`config.mk`:
```
export PLATFORM = sky130hd
export DESIGN_NAME = neuron_mac_flat
export DESIGN_NICKNAME = d
export VERILOG_FILES = /design/src/rtl/neuron_mac_if.sv /design/src/rtl/neuron_mac.sv /design/src/flat_wrapper.sv
export SDC_FILE = /design/constraint.sdc
export NUM_CORES = 1
export LEC_CHECK = 0
export CAP_MARGIN = 40
export CELL_PAD_IN_SITES_DETAIL_PLACEMENT = 1
export CELL_PAD_IN_SITES_GLOBAL_PLACEMENT = 1
export CORE_MARGIN = 4
export CORE_UTILIZATION = 47
export DETAILED_ROUTE_END_ITERATION = 10
export HOLD_SLACK_MARGIN = 0.12
export PLACE_DENSITY = 0.88
export SLEW_MARGIN = 15
export SYNTH_ARGS = -nofsm -noshare
export SYNTH_HDL_FRONTEND = slang
export SYNTH_SLANG_ARGS = --single-unit
```
`constraint.sdc`:
```
create_clock -name clk -period 4.3 [get_ports clk]
set_input_delay 1.29 -clock clk [delete_from_list [all_inputs] [get_ports clk]]
set_output_delay 1.29 -clock clk [all_outputs]
set_load 0.02 [all_outputs]
```
`src/rtl/neuron_mac_if.sv`:
```
// neuron_mac_if: activation input stream and result output stream of the
// single-neuron MAC engine.
//   in_valid / in_data / in_ready    : signed N-bit activations into the engine
//   out_valid / out_data / out_ready : signed N-bit saturated result out
// Modports:
//   master : the environment (drives activations, accepts results)
//   slave  : the engine itself
interface neuron_mac_if #(
    parameter int N = 8
);
    logic                in_valid;
    logic signed [N-1:0] in_data;
    logic                in_ready;
    logic                out_valid;
    logic signed [N-1:0] out_data;
    logic                out_ready;

    modport master (
        output in_valid,
        output in_data,
        output out_ready,
        input  in_ready,
        input  out_valid,
        input  out_data
    );

    modport slave (
        input  in_valid,
        input  in_data,
        input  out_ready,
        output in_ready,
        output out_valid,
        output out_data
    );
endinterface

```
`src/rtl/neuron_mac.sv`:
```
// neuron_mac: single-neuron multiply-accumulate engine fed by a registered
// weights ROM. Weights at base_addr..base_addr+len-1 are multiplied by the
// incoming activations and summed, the bias word at base_addr+len is added
// (aligned to the product's 2Q fractional bits), and the sum is rescaled by
// >>>Q, saturated to N bits and optionally ReLU-clipped.
// Ports:
//   clk, reset      : single clock, asynchronous active-high reset
//   start           : one-cycle request, honoured only while idle
//   base_addr, len  : first weight address and number of inputs (0..255)
//   busy            : high whenever the engine is not idle
//   rom_addr        : registered ROM address (8-bit, wraps)
//   rom_data        : signed weight, valid one posedge after rom_addr changes
//   io (slave)      : activation input stream and result output stream
module neuron_mac #(
    parameter int N     = 8,
    parameter int Q     = 7,
    parameter int ACC_W = 24,
    parameter int RELU  = 0
) (
    input  logic                clk,
    input  logic                reset,
    input  logic                start,
    input  logic [7:0]          base_addr,
    input  logic [7:0]          len,
    output logic                busy,
    output logic [7:0]          rom_addr,
    input  logic signed [N-1:0] rom_data,
    neuron_mac_if.slave         io
);

    typedef enum logic [2:0] {
        S_IDLE  = 3'd0,
        S_PRIME = 3'd1,
        S_RUN   = 3'd2,
        S_DRAIN = 3'd3,
        S_BIAS  = 3'd4,
        S_SAT   = 3'd5,
        S_OUT   = 3'd6
    } state_t;

    state_t                  state_r;
    state_t                  next_state_s;
    logic [7:0]              base_r;
    logic [7:0]              len_r;
    logic [7:0]              idx_r;
    logic [7:0]              rom_addr_r;
    logic signed [2*N-1:0]   prod_r;
    logic                    prod_v_r;
    logic signed [ACC_W-1:0] acc_r;
    logic signed [N-1:0]     out_data_r;
    logic                    out_valid_r;
    logic                    in_ready_r;
    logic                    busy_r;

    logic                    launch_s;
    logic                    accept_s;
    logic signed [2*N-1:0]   w_ext_s;
    logic signed [2*N-1:0]   x_ext_s;
    logic signed [2*N-1:0]   mul_s;
    logic signed [ACC_W-1:0] prod_ext_s;
    logic signed [ACC_W-1:0] bias_ext_s;
    logic signed [ACC_W-1:0] acc_next_s;
    logic signed [ACC_W-1:0] scaled_s;
    logic signed [N-1:0]     sat_s;
    logic signed [N-1:0]     result_s;

    // Clamp a rescaled accumulator value into the signed N-bit range.
    // In range exactly when all bits from N-1 upward equal the sign bit.
    function automatic logic signed [N-1:0] sat_n(input logic signed [ACC_W-1:0] v);
        logic signed [N-1:0] r;
        if (!v[ACC_W-1] && (|v[ACC_W-2:N-1])) begin
            r = {1'b0, {(N-1){1'b1}}};
        end else if (v[ACC_W-1] && !(&v[ACC_W-2:N-1])) begin
            r = {1'b1, {(N-1){1'b0}}};
        end else begin
            r = v[N-1:0];
        end
        return r;
    endfunction

    assign busy         = busy_r;
    assign rom_addr     = rom_addr_r;
    assign io.in_ready  = in_ready_r;
    assign io.out_valid = out_valid_r;
    assign io.out_data  = out_data_r;

    // State register.
    always_ff @(posedge clk or posedge reset) begin
        if (reset) begin
            state_r <= S_IDLE;
        end else begin
            state_r <= next_state_s;
        end
    end

    // Next-state decode plus the launch / accept strobes used by the datapath.
    always_comb begin
        next_state_s = state_r;
        launch_s     = 1'b0;
        accept_s     = 1'b0;
        case (state_r)
            S_IDLE: begin
                if (start) begin
                    launch_s     = 1'b1;
                    next_state_s = S_PRIME;
                end else begin
                    next_state_s = S_IDLE;
                end
            end
            S_PRIME: begin
                // With len=0 the word at base_addr is already the bias.
                if (len_r != 8'd0) begin
                    next_state_s = S_RUN;
                end else begin
                    next_state_s = S_BIAS;
                end
            end
            S_RUN: begin
                if (io.in_valid && in_ready_r) begin
                    accept_s = 1'b1;
                    if (idx_r == (len_r - 8'd1)) begin
                        next_state_s = S_DRAIN;
                    end else begin
                        next_state_s = S_RUN;
                    end
                end else begin
                    next_state_s = S_RUN;
                end
            end
            S_DRAIN: next_state_s = S_BIAS;
            S_BIAS:  next_state_s = S_SAT;
            S_SAT:   next_state_s = S_OUT;
            S_OUT: begin
                if (io.out_ready) begin
                    next_state_s = S_IDLE;
                end else begin
                    next_state_s = S_OUT;
                end
            end
            default: next_state_s = S_IDLE;
        endcase
    end

    // Arithmetic: product, aligned bias, accumulator update and rescale/saturate.
    always_comb begin
        w_ext_s    = {{N{rom_data[N-1]}}, rom_data};
        x_ext_s    = {{N{io.in_data[N-1]}}, io.in_data};
        mul_s      = w_ext_s * x_ext_s;
        prod_ext_s = {{(ACC_W-2*N){prod_r[2*N-1]}}, prod_r};
        // Bias carries Q fractional bits; shift by Q to match the products' 2Q.
        bias_ext_s = {{(ACC_W-N-Q){rom_data[N-1]}}, rom_data, {Q{1'b0}}};
        if (launch_s) begin
            acc_next_s = {ACC_W{1'b0}};
        end else if (state_r == S_BIAS) begin
            acc_next_s = acc_r + bias_ext_s;
        end else if (prod_v_r) begin
            acc_next_s = acc_r + prod_ext_s;
        end else begin
            acc_next_s = acc_r;
        end
        scaled_s = acc_r >>> Q;
        sat_s    = sat_n(scaled_s);
        if ((RELU != 0) && sat_s[N-1]) begin
            result_s = {N{1'b0}};
        end else begin
            result_s = sat_s;
        end
    end

    // Operand bookkeeping: latched request, input index, ROM address, product.
    always_ff @(posedge clk or posedge reset) begin
        if (reset) begin
            base_r     <= 8'd0;
            len_r      <= 8'd0;
            idx_r      <= 8'd0;
            rom_addr_r <= 8'd0;
            prod_r     <= {(2*N){1'b0}};
            prod_v_r   <= 1'b0;
            acc_r      <= {ACC_W{1'b0}};
        end else begin
            prod_v_r <= accept_s;
            acc_r    <= acc_next_s;
            if (launch_s) begin
                base_r     <= base_addr;
                len_r      <= len;
                idx_r      <= 8'd0;
                rom_addr_r <= base_addr;
            end else if (accept_s) begin
                idx_r      <= idx_r + 8'd1;
                // After the last accept this lands on the bias address.
                rom_addr_r <= base_r + idx_r + 8'd1;
                prod_r     <= mul_s;
            end else begin
                idx_r      <= idx_r;
                rom_addr_r <= rom_addr_r;
            end
        end
    end

    // Registered handshake outputs: result hold, in_ready and busy.
    always_ff @(posedge clk or posedge reset) begin
        if (reset) begin
            out_data_r  <= {N{1'b0}};
            out_valid_r <= 1'b0;
            in_ready_r  <= 1'b0;
            busy_r      <= 1'b0;
        end else begin
            in_ready_r <= (next_state_s == S_RUN);
            busy_r     <= (next_state_s != S_IDLE);
            if (state_r == S_SAT) begin
                out_data_r  <= result_s;
                out_valid_r <= 1'b1;
            end else if ((state_r == S_OUT) && io.out_ready) begin
                out_valid_r <= 1'b0;
            end else begin
                out_valid_r <= out_valid_r;
            end
        end
    end

endmodule

```
`src/flat_wrapper.sv`:
```
// flat-port wrapper written by rule: the top's interface ports become plain ports
module neuron_mac_flat 
#(
    parameter int N     = 8,
    parameter int Q     = 7,
    parameter int ACC_W = 24,
    parameter int RELU  = 0
)
  (clk, reset, start, base_addr, len, busy, rom_addr, rom_data, io_in_valid, io_in_data, io_out_ready, io_in_ready, io_out_valid, io_out_data);
  neuron_mac_if #(.N(N)) io_i ();
  input  logic clk;
  input  logic reset;
  input  logic start;
  input  logic [7:0] base_addr;
  input  logic [7:0] len;
  output logic busy;
  output logic [7:0] rom_addr;
  input  logic signed [N-1:0] rom_data;
  input wire logic [$bits(io_i.in_valid)-1:0] io_in_valid;
  input wire logic [$bits(io_i.in_data)-1:0] io_in_data;
  input wire logic [$bits(io_i.out_ready)-1:0] io_out_ready;
  output wire logic [$bits(io_i.in_ready)-1:0] io_in_ready;
  output wire logic [$bits(io_i.out_valid)-1:0] io_out_valid;
  output wire logic [$bits(io_i.out_data)-1:0] io_out_data;
  assign io_i.in_valid = io_in_valid;
  assign io_i.in_data = io_in_data;
  assign io_i.out_ready = io_out_ready;
  assign io_in_ready = io_i.in_ready;
  assign io_out_valid = io_i.out_valid;
  assign io_out_data = io_i.out_data;
  neuron_mac #(.N(N), .Q(Q), .ACC_W(ACC_W), .RELU(RELU)) u_core (.clk(clk), .reset(reset), .start(start), .base_addr(base_addr), .len(len), .busy(busy), .rom_addr(rom_addr), .rom_data(rom_data), .io(io_i));
endmodule
```
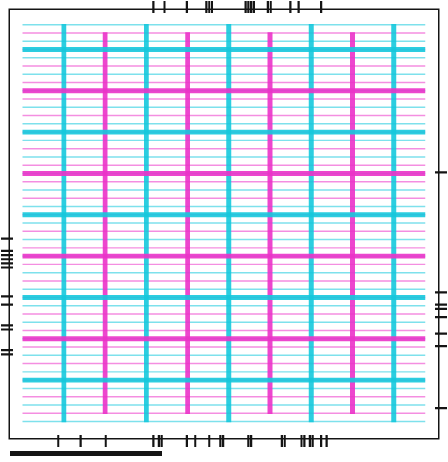
(images/power_grid.png)
Bar = 50 µm. Pins as bars on the die edge.
- VSS: cyan
- VDD: magenta
- rows: 48
- met4 straps: 9
- signal pins: 56

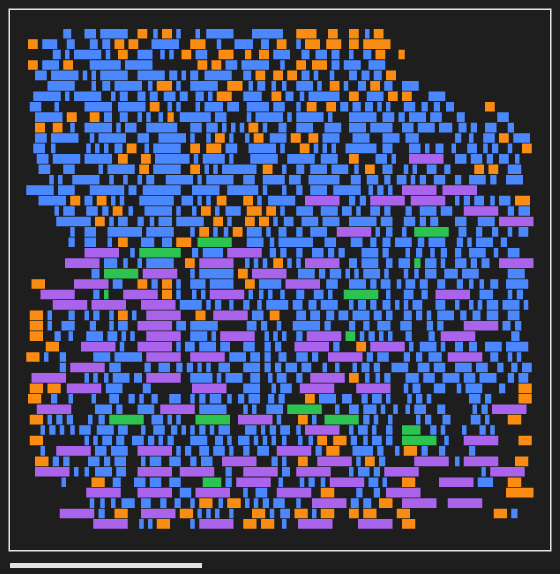
(images/placement_by_type.png)
Bar = 50 µm.
- clock drivers and dummy loads: green (cells 15)
- remaining buffers and delay cells: orange (cells 145)
- combinational and other logic: blue (cells 842)
- sequential cells: purple (cells 87)

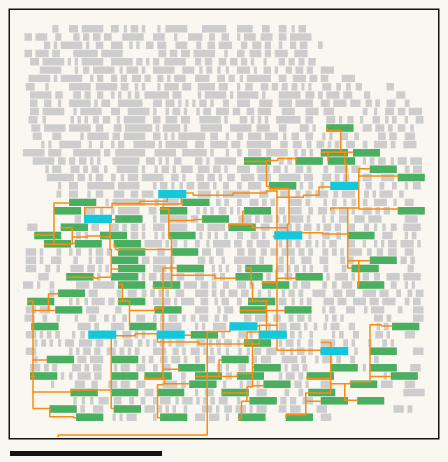
(images/clk_routes.png)
Bar = 50 µm.
- flip-flops: green (count 87)
- clock wires: orange (length 1300 µm)
- clock drivers: cyan (count 9)
- routed clock nets: 10

==> reports/README.md <==
| Stage | Metric | This run |
| --- | --- | --- |
| yosys | Total nets after synthesis | 1123 |
| job | OpenROAD warnings | 29 |
| finish | Fill cell count | 2013 |
| clocking | CTS Buf Count | 9 |
| finish | Fraction of layout instances using a drive strength above 1 | 19.7% |
| sta | Max transition margin | 51.1% |
| detailed routing | Final ANT Viol Nets | 0 |
| clocking | Level count of the clock H-tree | 3 |
| grt | Global route total overflow | 0 |
| place | Port-buffer cells | 55 |
| power | Cell internal pwr | 3.85 mW |
| run status | Result of the run | finished with violations |
| clocking | CTS Buffer Depth | 2 |
| floorplanning | Number of placement rows | 48 |
| detailed routing | Total via count in the routed design | 7844 |
| floorplanning | Die y size | 141 µm |
| sta | Worst clock skew on the final layout | 0.00908 ns |
| power | Worst vdd ir | 0.413 mV |
| finish | Most common logic cells in the final layout | nand2_1, buf_4, dfrtp_1 |
| yosys | Number of enable-type register cells in the synthesized netlist | 0 |
| power | Relative contribution of combinational cells to total power | 68.3% |
| yosys | Cell Type Count | 66 |
| yosys | Synthesized cell area | 8290 µm² |
| run status | Failing checks | setup timing |
| place | DP HPWL | 20.2 mm |
| floorplanning | Initial Utilization | 47.9% |
| critical path | Category of the worst setup path launch point | input port |
| job | Max-cap check violation count | 0 |
| detailed routing | Wirelength per Cell | 23.0 µm |
| sta | Slack of the critical path | -0.904 ns |
| yosys | Post-synthesis instance total | 951 |
| critical path | Worst setup startpoint | rom_data[6] |
| sta | Finish-stage setup viols | 11 |
| place | Number of placed cells counting well taps | 1287 |
| power | Lkg Pwr | 5.05 nW |
[layer usage]
layer	share of wire, %	wire length [µm]	track usage [%]	up-vias
li1	-	-	-	3486
met1	38	11500	33.0	3923
met2	51	15300	52.4	286
met3	4.4	1330	5.36	149
met4	6.8	2040	14.5	0
met5	0	0	0	-
[flip-flops by register name, indices dropped and copies added (netlist names)]
name / count
u_core.base_r: 8
u_core.acc_r: 24
u_core.rom_addr: 8
u_core.busy: 1
u_core.len_r: 8
u_core.idx_r: 8
u_core.io.out_data: 8
u_core.io.out_valid: 1
u_core.prod_v_r: 1
u_core.prod_r: 16
u_core.io.in_ready: 1
u_core.state_r: 3
[cell families after synthesis]
logic type               share of synthesized area [%]
multiplexers                                     0.754
buffers and inverters                             5.66
adder cells (fa/ha/maj)                           25.6
AND-OR/OR-AND                                     16.0
flip-flops                                        26.3
XOR/XNOR                                          6.65
AND/OR/NAND/NOR                                   19.1
[critical path: stages]
cell and delay [ns]:
buf_2 0.16, and2_1 0.20, fa_1 0.59, inv_1 0.10
fa_1 0.53, inv_2 0.07, fa_2 0.54, inv_2 0.05
fa_2 0.53, inv_2 0.05, ha_4 0.22, o21ai_4 0.07
a21boi_2 0.10, o21ai_2 0.19, a21boi_2 0.10, o21a_1 0.21
o21a_1 0.21, o31ai_2 0.25
[cells in the mapped netlist (all sizes together), types with 4 or more instances]
library cell | instances | area, µm²
a211oi | 7 | 62.6
a21boi | 4 | 30.0
a21o | 14 | 105
a21oi | 44 | 235
a22oi | 6 | 45.0
a31oi | 4 | 25.0
and2 | 45 | 282
buf | 8 | 45.0
clkbuf | 14 | 52.6
dfrtp | 87 | 2180
fa | 58 | 1160
ha | 77 | 963
inv | 99 | 372
mux2i | 4 | 40.0
nand2 | 141 | 529
nand2b | 8 | 50.1
nand3 | 17 | 85.1
nand3b | 4 | 30.0
nand4 | 10 | 62.6
nor2 | 53 | 201
nor2b | 14 | 90.1
nor3 | 24 | 130
o21a | 4 | 30.0
o21ai | 77 | 385
o21bai | 6 | 45.0
o31ai | 9 | 67.6
o41ai | 5 | 58.8
or3 | 5 | 31.3
xnor2 | 35 | 307
xor2 | 28 | 245
[per-stage QoR]
step	util, %	hold slack (ns)	setup WS [ns]	setup TNS [ns]
floorplan	-	0.443	-0.665	-3.53
global placement	56.4	0.464	-1.38	-11.68
detailed placement	56.4	0.483	-1.62	-14.14
CTS	58.8	0.497	-0.773	-4.93
global route	60.0	0.522	-0.989	-7.71
finish	60.0	0.487	-0.904	-6.87
[power groups by stage]
stage / Sequential, mW / Combinational, mW / Clock (mW)
after CTS: 1.50 / 4.58 / 0.822
after global routing: 1.57 / 5.52 / 0.871
final: 1.53 / 5.06 / 0.819
after detailed placement: 1.51 / 4.36 / 0
after floorplan: 1.45 / 2.87 / 0
after global placement: 1.48 / 4.02 / 0
[layout make-up]
type,count,share of cell area (%)
clock buffer,12,2.47
clock inverter,3,0.410
inverter,99,3.62
multi-input combinational,743,57.7
sequential,87,21.0
tap,225,2.71
timing repair buffer,145,12.1
[timing repair]
action                     4_1_cts  5_1_grt
setup endpoints to repair       11       11
buffers inserted                 9        7
gates resized                  111       52
pin swaps                       39       39
No activity file was given, so power comes from the tool's default toggle rates.
